[src/rtl/program_loader_pkg.sv]
// rtl/program_loader_pkg.sv - shared state encoding and constants for the program loader
package program_loader_pkg;

  typedef logic [2:0] state_t;

  localparam state_t ST_SYNC   = 3'd0;
  localparam state_t ST_CNT_LO = 3'd1;
  localparam state_t ST_CNT_HI = 3'd2;
  localparam state_t ST_DATA   = 3'd3;
  localparam state_t ST_WRITE  = 3'd4;
  localparam state_t ST_CHK    = 3'd5;
  localparam state_t ST_DONE   = 3'd6;
  localparam state_t ST_ERROR  = 3'd7;

  localparam logic [7:0] SYNC_BYTE_DEFAULT = 8'hA5;
  localparam int         CHECKSUM_W        = 8;

endpackage

[src/rtl/program_loader_if.sv]
// rtl/program_loader_if.sv - byte receive port and program-memory write port
interface program_loader_if;

  logic [7:0]  rx_data_i;
  logic        rx_valid_i;
  logic        rx_ready_o;
  logic        mem_we_o;
  logic [31:0] mem_addr_o;
  logic [31:0] mem_wdata_o;

  modport master (
    output rx_data_i, rx_valid_i,
    input  rx_ready_o, mem_we_o, mem_addr_o, mem_wdata_o
  );

  modport slave (
    input  rx_data_i, rx_valid_i,
    output rx_ready_o, mem_we_o, mem_addr_o, mem_wdata_o
  );

endinterface

[src/rtl/program_loader_timeout_counter.sv]
// rtl/program_loader_timeout_counter.sv - inter-byte idle timer for an in-progress frame
module loader_timeout_counter #(
  parameter int TIMEOUT_CYCLES = 100000
) (
  input  logic clk,
  input  logic rst_n,
  input  logic clear,
  input  logic enable,
  output logic expire
);

  localparam int CW = ($clog2(TIMEOUT_CYCLES + 1) > 17) ? $clog2(TIMEOUT_CYCLES + 1) : 17;
  localparam logic [CW-1:0] LIMIT = CW'(TIMEOUT_CYCLES - 1);

  logic [CW-1:0] cnt_q, cnt_d;

  // Count idle enabled cycles; an accepted byte or a disabled state restarts from zero.
  always_comb begin
    cnt_d = cnt_q;
    if (clear || !enable) begin
      cnt_d = '0;
    end else if (cnt_q != LIMIT) begin
      cnt_d = cnt_q + CW'(1);
    end
  end

  // A byte arriving on the expiry edge wins, so clear masks expire.
  assign expire = enable && !clear && (cnt_q == LIMIT);

  // Counter register.
  always_ff @(posedge clk or negedge rst_n) begin
    if (!rst_n) cnt_q <= '0;
    else        cnt_q <= cnt_d;
  end

endmodule

[src/rtl/program_loader.sv]
// rtl/program_loader.sv - framed byte stream to program memory loader with core reset control
module program_loader
  import program_loader_pkg::*;
#(
  parameter int          PROGRAM_MEMORY_DEPTH = 128,
  parameter logic [31:0] BASE_ADDR            = 32'h0000_0000,
  parameter logic [7:0]  SYNC_BYTE            = SYNC_BYTE_DEFAULT,
  parameter int          TIMEOUT_CYCLES       = 100000
) (
  input  logic               clk,
  input  logic               reset,
  program_loader_if.slave    bus,
  output logic               core_rst_n_o,
  output logic               done_o,
  output logic               error_o
);

  localparam int          IW      = $clog2(PROGRAM_MEMORY_DEPTH) + 1;
  localparam logic [15:0] DEPTH16 = 16'(PROGRAM_MEMORY_DEPTH);

  state_t                state_q, state_d;
  logic [15:0]           count_q, count_d;
  logic [IW-1:0]         idx_q, idx_d, idx_next;
  logic [1:0]            nbyte_q, nbyte_d;
  logic [23:0]           word_q, word_d;
  logic [CHECKSUM_W-1:0] csum_q, csum_d;
  logic                  mem_we_q, mem_we_d;
  logic [31:0]           mem_addr_q, mem_addr_d;
  logic [31:0]           mem_wdata_q, mem_wdata_d;
  logic                  core_rst_n_q, core_rst_n_d;
  logic                  done_q, done_d;
  logic                  error_q, error_d;

  logic        accept, is_sync, tmo_en, tmo_expire;
  logic [15:0] n_full;

  assign bus.rx_ready_o  = (state_q != ST_WRITE);
  assign accept          = bus.rx_valid_i && bus.rx_ready_o;
  assign is_sync         = accept && (bus.rx_data_i == SYNC_BYTE);
  assign tmo_en          = (state_q == ST_CNT_LO) || (state_q == ST_CNT_HI) ||
                           (state_q == ST_DATA)   || (state_q == ST_CHK);
  assign n_full          = {bus.rx_data_i, count_q[7:0]};
  assign idx_next        = idx_q + IW'(1);

  assign bus.mem_we_o    = mem_we_q;
  assign bus.mem_addr_o  = mem_addr_q;
  assign bus.mem_wdata_o = mem_wdata_q;
  // A restart SYNC byte in DONE grabs the core back in the same cycle it is taken.
  assign core_rst_n_o    = core_rst_n_q && !((state_q == ST_DONE) && is_sync);
  assign done_o          = done_q;
  assign error_o         = error_q;

  loader_timeout_counter #(.TIMEOUT_CYCLES(TIMEOUT_CYCLES)) u_timeout (
    .clk    (clk),
    .rst_n  (reset),
    .clear  (accept),
    .enable (tmo_en),
    .expire (tmo_expire)
  );

  // Frame parser: sync, count, data assembly, one-cycle write, checksum verdict.
  always_comb begin
    state_d      = state_q;
    count_d      = count_q;
    idx_d        = idx_q;
    nbyte_d      = nbyte_q;
    word_d       = word_q;
    csum_d       = csum_q;
    mem_we_d     = 1'b0;
    mem_addr_d   = mem_addr_q;
    mem_wdata_d  = mem_wdata_q;
    core_rst_n_d = core_rst_n_q;
    done_d       = done_q;
    error_d      = error_q;
    case (state_q)
      ST_SYNC, ST_DONE, ST_ERROR: begin
        if (is_sync) begin
          state_d      = ST_CNT_LO;
          done_d       = 1'b0;
          error_d      = 1'b0;
          core_rst_n_d = 1'b0;
          csum_d       = '0;
          idx_d        = '0;
          nbyte_d      = '0;
        end
      end
      ST_CNT_LO: begin
        if (accept) begin
          count_d = {8'h00, bus.rx_data_i};
          state_d = ST_CNT_HI;
        end
      end
      ST_CNT_HI: begin
        if (accept) begin
          count_d = n_full;
          nbyte_d = '0;
          if (n_full == 16'd0 || n_full > DEPTH16) begin
            state_d = ST_ERROR;
            error_d = 1'b1;
          end else begin
            state_d = ST_DATA;
          end
        end
      end
      ST_DATA: begin
        if (accept) begin
          csum_d  = csum_q + bus.rx_data_i;
          word_d  = {bus.rx_data_i, word_q[23:8]};
          nbyte_d = nbyte_q + 2'd1;
          if (nbyte_q == 2'd3) begin
            mem_we_d    = 1'b1;
            mem_addr_d  = BASE_ADDR + {{(30-IW){1'b0}}, idx_q, 2'b00};
            mem_wdata_d = {bus.rx_data_i, word_q};
            state_d     = ST_WRITE;
          end
        end
      end
      ST_WRITE: begin
        idx_d   = idx_next;
        state_d = (idx_next == count_q[IW-1:0]) ? ST_CHK : ST_DATA;
      end
      ST_CHK: begin
        if (accept) begin
          if (bus.rx_data_i == csum_q) begin
            state_d      = ST_DONE;
            done_d       = 1'b1;
            core_rst_n_d = 1'b1;
          end else begin
            state_d = ST_ERROR;
            error_d = 1'b1;
          end
        end
      end
      default: state_d = ST_SYNC;
    endcase
    if (tmo_expire) begin
      state_d = ST_ERROR;
      error_d = 1'b1;
    end
  end

  // State and output registers; reset drops any in-flight write strobe.
  always_ff @(posedge clk or negedge reset) begin
    if (!reset) begin
      state_q      <= ST_SYNC;
      count_q      <= '0;
      idx_q        <= '0;
      nbyte_q      <= '0;
      word_q       <= '0;
      csum_q       <= '0;
      mem_we_q     <= 1'b0;
      mem_addr_q   <= BASE_ADDR;
      mem_wdata_q  <= '0;
      core_rst_n_q <= 1'b0;
      done_q       <= 1'b0;
      error_q      <= 1'b0;
    end else begin
      state_q      <= state_d;
      count_q      <= count_d;
      idx_q        <= idx_d;
      nbyte_q      <= nbyte_d;
      word_q       <= word_d;
      csum_q       <= csum_d;
      mem_we_q     <= mem_we_d;
      mem_addr_q   <= mem_addr_d;
      mem_wdata_q  <= mem_wdata_d;
      core_rst_n_q <= core_rst_n_d;
      done_q       <= done_d;
      error_q      <= error_d;
    end
  end

endmodule

[src/flat_wrapper.sv]
// flat-port wrapper written by rule: the top's interface ports become plain ports
module program_loader_flat import program_loader_pkg::*;
#(
  parameter int          PROGRAM_MEMORY_DEPTH = 128,
  parameter logic [31:0] BASE_ADDR            = 32'h0000_0000,
  parameter logic [7:0]  SYNC_BYTE            = SYNC_BYTE_DEFAULT,
  parameter int          TIMEOUT_CYCLES       = 100000
)
  (clk, reset, core_rst_n_o, done_o, error_o, bus_rx_data_i, bus_rx_valid_i, bus_rx_ready_o, bus_mem_we_o, bus_mem_addr_o, bus_mem_wdata_o);
  program_loader_if bus_i ();
  input  logic clk;
  input  logic reset;
  output logic core_rst_n_o;
  output logic done_o;
  output logic error_o;
  input wire logic [$bits(bus_i.rx_data_i)-1:0] bus_rx_data_i;
  input wire logic [$bits(bus_i.rx_valid_i)-1:0] bus_rx_valid_i;
  output wire logic [$bits(bus_i.rx_ready_o)-1:0] bus_rx_ready_o;
  output wire logic [$bits(bus_i.mem_we_o)-1:0] bus_mem_we_o;
  output wire logic [$bits(bus_i.mem_addr_o)-1:0] bus_mem_addr_o;
  output wire logic [$bits(bus_i.mem_wdata_o)-1:0] bus_mem_wdata_o;
  assign bus_i.rx_data_i = bus_rx_data_i;
  assign bus_i.rx_valid_i = bus_rx_valid_i;
  assign bus_rx_ready_o = bus_i.rx_ready_o;
  assign bus_mem_we_o = bus_i.mem_we_o;
  assign bus_mem_addr_o = bus_i.mem_addr_o;
  assign bus_mem_wdata_o = bus_i.mem_wdata_o;
  program_loader #(.PROGRAM_MEMORY_DEPTH(PROGRAM_MEMORY_DEPTH), .BASE_ADDR(BASE_ADDR), .SYNC_BYTE(SYNC_BYTE), .TIMEOUT_CYCLES(TIMEOUT_CYCLES)) u_core (.clk(clk), .reset(reset), .bus(bus_i), .core_rst_n_o(core_rst_n_o), .done_o(done_o), .error_o(error_o));
endmodule
[config.mk]
export PLATFORM = sky130hd
export DESIGN_NAME = program_loader_flat
export DESIGN_NICKNAME = d
export VERILOG_FILES = /design/src/rtl/program_loader_pkg.sv /design/src/rtl/program_loader_if.sv /design/src/rtl/program_loader_timeout_counter.sv /design/src/rtl/program_loader.sv /design/src/flat_wrapper.sv
export SDC_FILE = /design/constraint.sdc
export NUM_CORES = 1
export LEC_CHECK = 0
export CORE_ASPECT_RATIO = 0.7
export CORE_MARGIN = 2
export CORE_UTILIZATION = 49
export DETAILED_ROUTE_END_ITERATION = 10
export GPL_TIMING_DRIVEN = 0
export PLACE_DENSITY = 0.75
export SLEW_MARGIN = 20
export SYNTH_ARGS = -nofsm -noshare
export SYNTH_HDL_FRONTEND = slang
export SYNTH_SLANG_ARGS = --single-unit
export TNS_END_PERCENT = 1
[constraint.sdc]
create_clock -name clk -period 1.94 [get_ports clk]
set_input_delay 0.388 -clock clk [delete_from_list [all_inputs] [get_ports clk]]
set_output_delay 0.388 -clock clk [all_outputs]
set_load 0.02 [all_outputs]
==> images/class_map.png <==
Bar = 50 microns.
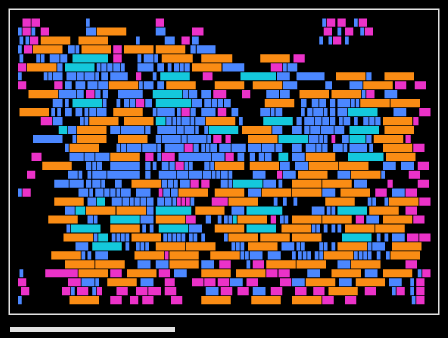
legend:
  magenta:
    class: remaining buffers and delay cells
    cells: 114
  blue:
    class: remaining logic cells
    cells: 389
  cyan:
    class: clock drivers and dummy loads
    cells: 31
  orange:
    class: registers
    cells: 113
cell row count: 32
Placeable Area: 10900 sq um

==> images/ff_map.png <==
Other sequential cells in the stronger gray, the rest of the logic in the fainter gray.
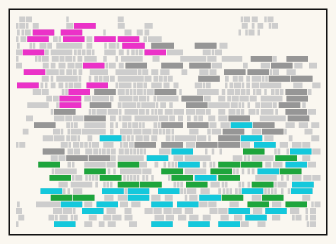
legend:
  cyan:
    netlist_name: u_core.bus.mem_wdata_o
    sequential_cells: 32
  green:
    netlist_name: u_core.word_q
    sequential_cells: 24
  magenta:
    netlist_name: u_core.u_timeout.cnt_q
    sequential_cells: 17
    where: top left
not colored: 40
flip-flop and latch share of the layout cell area: 38.8%
final core utilization: 66.8%
power attributed to sequential cells: 3820 uW

==> impl_metrics.py <==
# Auto-generated metrics
metrics = {
    "outcome": {
        "run_status": "finished with violations",
        "violated_checks": "negative setup slack",
    },
    "detailed_routing": {
        "detailed_route_via_count": 4328,
    },
    "sta": {
        "slew_viol_final": 0,
        "setup_total_negative_slack_ns": -0.973,
        "setup_viol_count_final": 15,
        "setup_ws_ns": -0.146,
    },
    "synth": {
        "aoi_share_pct": 7.46,
        "synth_largest_type_area_fraction_pct": 51.9,
        "yosysWarnings": 0,
        "yosys-stat-cells": 521,
        "yosys.area_share.xor_xnor_pct": 5.58,
    },
    "global_route": {
        "grt_first_pass_wirelength_mm": 21.7,
    },
    "layout": {
        "num_antenna_cells": 0,
        "lay_top_cells": "sky130_fd_sc_hd__dfrtp_1, sky130_fd_sc_hd__nand2_1, sky130_fd_sc_hd__mux2_2, sky130_fd_sc_hd__buf_4, sky130_fd_sc_hd__clkdlybuf4s50_1",
        "fin_cells": 800,
        "final_area_sq_um": 7300,
    },
    "worst_setup_path": {
        "reg2reg_setup_slack_ns": -0.15,
        "cp-endpoint": "u_core.error_o",
        "r2r_endpoint": "u_core.error_o",
        "timing_worst_setup_path_type": "reg -> reg",
    },
    "floorplanning": {
        "die_height_microns": 92.2,
        "fp.dieArea_sq_um": 12000,
    },
    "place": {
        "gp_routability_congestion": 0.900,
        "placedCellCount": 753,
    },
    "clock_tree": {
        "worst_skew_pair.late_latency_ns": 0.41,
        "post_cts_resize_count": 77,
        "h-tree-depth": 4,
    },
    "power_and_ir_drop": {
        "p_leak_uw": 0.00346,
    },
}
==> images/floorplan.png <==
Pins as bars on the die edge. Tap cells in gray.
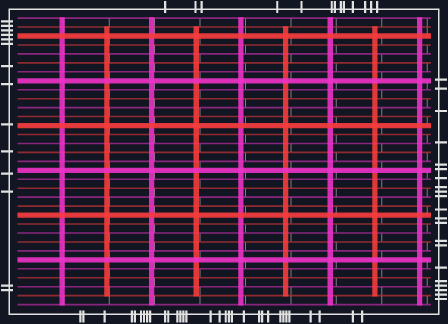
legend:
  magenta:
    net: VSS
  red:
    net: VDD
rows: 32
met4 straps: 9

[synthesized netlist by cell type, drive strengths merged (7+ instances only)]
master    n
buf      31
dfrtp   113
inv      10
clkbuf   11
nand2   107
ha       10
o21ai    27
a21oi    15
mux2     47
nand4     8
and3      7
nor2     29
nand3    11
xor2     18
nor3      7
xnor2    14
[final cells by class]
class	instances	area (sq um)	area share [%]
inverters	11	42.5	0.583
repair buffers	73	688	9.42
well taps	153	191	2.62
multi-input cells	378	2590	35.5
plain buffers	41	284	3.89
clock buffers	19	443	6.07
flip-flops and latches	113	2830	38.8
clock inverters	12	230	3.15
[worst max-delay path: stages (launching register included)]
cell and delay, ns:
sky130_fd_sc_hd__dfrtp_1 0.38, sky130_fd_sc_hd__ha_1 0.33, sky130_fd_sc_hd__nor4_2 0.30, sky130_fd_sc_hd__nand4_1 0.19, sky130_fd_sc_hd__and4_1 0.25, sky130_fd_sc_hd__a211oi_2 0.22, sky130_fd_sc_hd__a21oi_1 0.10, sky130_fd_sc_hd__o21a_1 0.19
[sequential cells by signal, summed over array words and instances (netlist names)]
register                cells
u_core.u_timeout.cnt_q     17
u_core.csum_q               8
u_core.word_q              24
u_core.state_q              3
u_core.bus.mem_addr_o       8
u_core.idx_q                8
u_core.nbyte_q              2
u_core.core_rst_n_q         1
u_core.error_o              1
u_core.bus.mem_wdata_o     32
u_core.bus.mem_we_o         1
u_core.count_q              8
[metal layers]
layer	up-vias	global-route usage (%)	part of all wire, %
met5	-	0	0
met4	0	6.72	0.84
met3	13	6.53	6.4
met2	175	35.8	48
met1	2164	32.7	45
li1	1976	-	-
[power by group]
group	total [uW]	internal (uW)	leakage [uW]	switching, uW
Sequential	3820	3190	0.00149	637
Combinational	4150	1910	0.00165	2240
Clock	3570	2450	0.000320	1130
Power and IR drop assume default switching activity.
